Nets reached from selected ports:
Scale bar: 20 um.
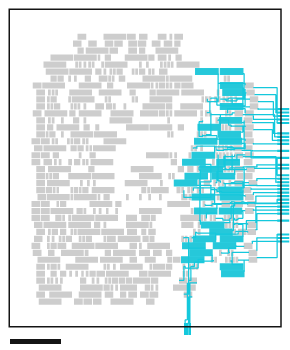
Track usage over the die:
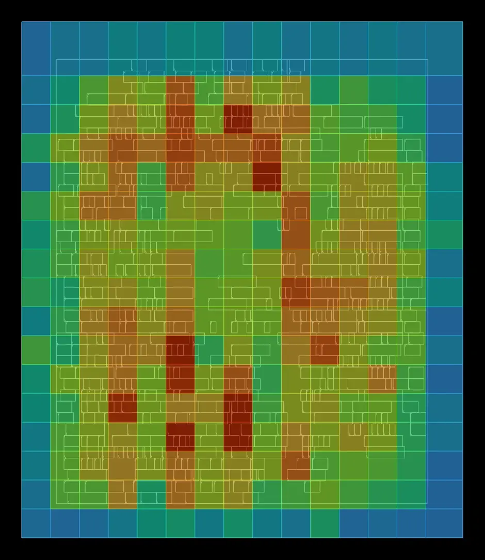
[src/rtl/serial_adder_ctrl.sv]
// Bit-serial adder that reuses one full-adder cell LSB-first over W cycles.
// Define SERIAL_SUB_EN to add the in_sub port and the subtract mode.

module full_adder_cell (
  input  logic a,
  input  logic b,
  input  logic cin,
  output logic s,
  output logic cout
);
  assign s    = a ^ b ^ cin;
  assign cout = (a & b) | (cin & (a ^ b));
endmodule

module serial_adder_ctrl #(
  parameter int W = 32
) (
  input  logic         clk,
  input  logic         reset,
  input  logic         in_valid,
  output logic         in_ready,
  input  logic [W-1:0] in_a,
  input  logic [W-1:0] in_b,
`ifdef SERIAL_SUB_EN
  input  logic         in_sub,
`endif
  output logic         out_valid,
  input  logic         out_ready,
  output logic [W-1:0] out_sum,
  output logic         out_carry
);
  // Handshakes: a transfer happens on a rising edge where valid and ready are
  // both 1. in_ready is high only in IDLE, out_valid only in DONE, so there is
  // never more than one operation in flight.

  localparam int CW = $clog2(W);
  localparam logic [CW-1:0] LAST = CW'(W - 1);

  typedef enum logic [1:0] {IDLE, RUN, DONE} state_t;

  state_t        state;
  state_t        state_next;
  logic [W-1:0]  a_sr;
  logic [W-1:0]  b_sr;
  logic [W-1:0]  res_sr;
  logic [CW-1:0] bit_cnt;
  logic          carry_q;
  logic          sub_q;
  logic          load;
  logic          step;
  logic          last_bit;
  logic          start_sub;
  logic          fa_b;
  logic          fa_sum;
  logic          fa_cout;

`ifdef SERIAL_SUB_EN
  assign start_sub = in_sub;
`else
  assign start_sub = 1'b0;
`endif

  assign last_bit = (bit_cnt == LAST);

  always_ff @(posedge clk or posedge reset) begin
    if (reset) state <= IDLE;
    else       state <= state_next;
  end

  always_comb begin
    state_next = state;
    in_ready   = 1'b0;
    out_valid  = 1'b0;
    load       = 1'b0;
    step       = 1'b0;
    case (state)
      IDLE: begin
        in_ready = 1'b1;
        if (in_valid) begin
          load       = 1'b1;
          state_next = RUN;
        end
      end
      RUN: begin
        step = 1'b1;
        if (last_bit) state_next = DONE;
      end
      DONE: begin
        out_valid = 1'b1;
        if (out_ready) state_next = IDLE;
      end
      default: state_next = IDLE;
    endcase
  end

  // Subtraction is a + ~b + 1: the carry flop is preset to 1 and b is inverted.
  assign fa_b = b_sr[0] ^ sub_q;

  full_adder_cell u_fa (
    .a    (a_sr[0]),
    .b    (fa_b),
    .cin  (carry_q),
    .s    (fa_sum),
    .cout (fa_cout)
  );

  always_ff @(posedge clk or posedge reset) begin
    if (reset) begin
      a_sr    <= '0;
      b_sr    <= '0;
      res_sr  <= '0;
      bit_cnt <= '0;
      carry_q <= 1'b0;
      sub_q   <= 1'b0;
    end else if (load) begin
      a_sr    <= in_a;
      b_sr    <= in_b;
      bit_cnt <= '0;
      carry_q <= start_sub;
      sub_q   <= start_sub;
    end else if (step) begin
      a_sr    <= a_sr >> 1;
      b_sr    <= b_sr >> 1;
      res_sr  <= {fa_sum, res_sr[W-1:1]};
      carry_q <= fa_cout;
      // Counter parks on the last index so it never wraps.
      if (!last_bit) bit_cnt <= bit_cnt + 1'b1;
    end
  end

  assign out_sum   = res_sr;
  assign out_carry = carry_q;

endmodule

[config.mk]
export PLATFORM = sky130hd
export DESIGN_NAME = serial_adder_ctrl
export DESIGN_NICKNAME = d
export VERILOG_FILES = /design/src/rtl/serial_adder_ctrl.sv
export SDC_FILE = /design/constraint.sdc
export NUM_CORES = 1
export LEC_CHECK = 0
export CAP_MARGIN = 20
export CORE_ASPECT_RATIO = 1.2
export CORE_MARGIN = 8
export CORE_UTILIZATION = 45
export DETAILED_ROUTE_END_ITERATION = 10
export PLACE_DENSITY = 0.84
export SLEW_MARGIN = 20
export SYNTH_ARGS = -nofsm -noshare
export SYNTH_HDL_FRONTEND = slang
export SYNTH_SLANG_ARGS = --single-unit
[constraint.sdc]
create_clock -name clk -period 3 [get_ports clk]
set_input_delay 0.3 -clock clk [delete_from_list [all_inputs] [get_ports clk]]
set_output_delay 0.3 -clock clk [all_outputs]
set_load 0.05 [all_outputs]
==> impl_metrics.csv <==
group,metric,value,unit
cts,cts_buffers,9,
yosys,ff_type,"dfrtp_1",
worst_setup_path,critPathBufInv,1,
yosys,synthSimpleGateAreaFrac,21.5,%
layout,nFillCells,784,
routing,wl_met1,4.39,mm
yosys,syn_area,0.00432,mm^2
power,power_leader,"combinational cells",
yosys,yosys.area_share.aoi,12.1,%
layout,design_area,0.00570,mm^2
final_timing,setup_viol,0,
yosys,top_area_cell,"dfrtp_1",
power,ir_drop,0.000500,V
power,power.switching,2.44,mW
yosys,area_leaders,"dfrtp_1, nand2_1, a22oi_1, buf_2, buf_4",
placed_design,portBuffers,102,
placed_design,hpwl,6.99,mm
worst_setup_path,cp_cell_sequence,"nor2b_1, clkdlybuf4s50_1",
yosys,syn_inst,450,
grt,grt_start_max_net_pins,63,
worst_setup_path,worstReg2RegStart,"bit_cnt[0]",
grt,use_met2,24.3,%
run,maxCapViolations,0,
power,p_int,3.51,mW
cts,cts.clk_slew.worst_paths,60,ps
grt,grt_antenna_before_repair,0,
worst_setup_path,critPathRequiredTime,2700,ps
worst_setup_path,worstSetupPathDepth,2,
die,die_area,0.0130,mm^2
run_status,status,"complete, no violations",
layout,area_delta_synth_final,31.9,%
worst_setup_path,cp-startpoint,"state[1]",
layout,flops,104,
run,warnings,26,
grt,grt-busiest-layer,"met2",
layout,antenna_cells,0,
final_timing,setup_tns,0,ps
final_timing,finalCriticalPeriod,2250,ps
final_timing,hold_violations,0,
final_timing,maxSlewHeadroom,43.7,%
die,boundaryPins,103,
layout,nets,614,
layout,mi_logic_area,0.00154,mm^2
layout,drive_gt1_share,5.31,%
## Picture notes: 'nets reached from selected ports'
[cyan] out_sum | direction: output | end cells: 32 | buffers: 32 | wire: 1160 um

## Picture notes: 'track usage over the die'
final core occ: 60.5%
GR met1 Demand/Resource: 19.8%
Total GRT Usage: 15.9%
met3 Use GR: 4.80%
wire per inst: 14.7 um

Power is estimated from default activity; no workload was simulated.
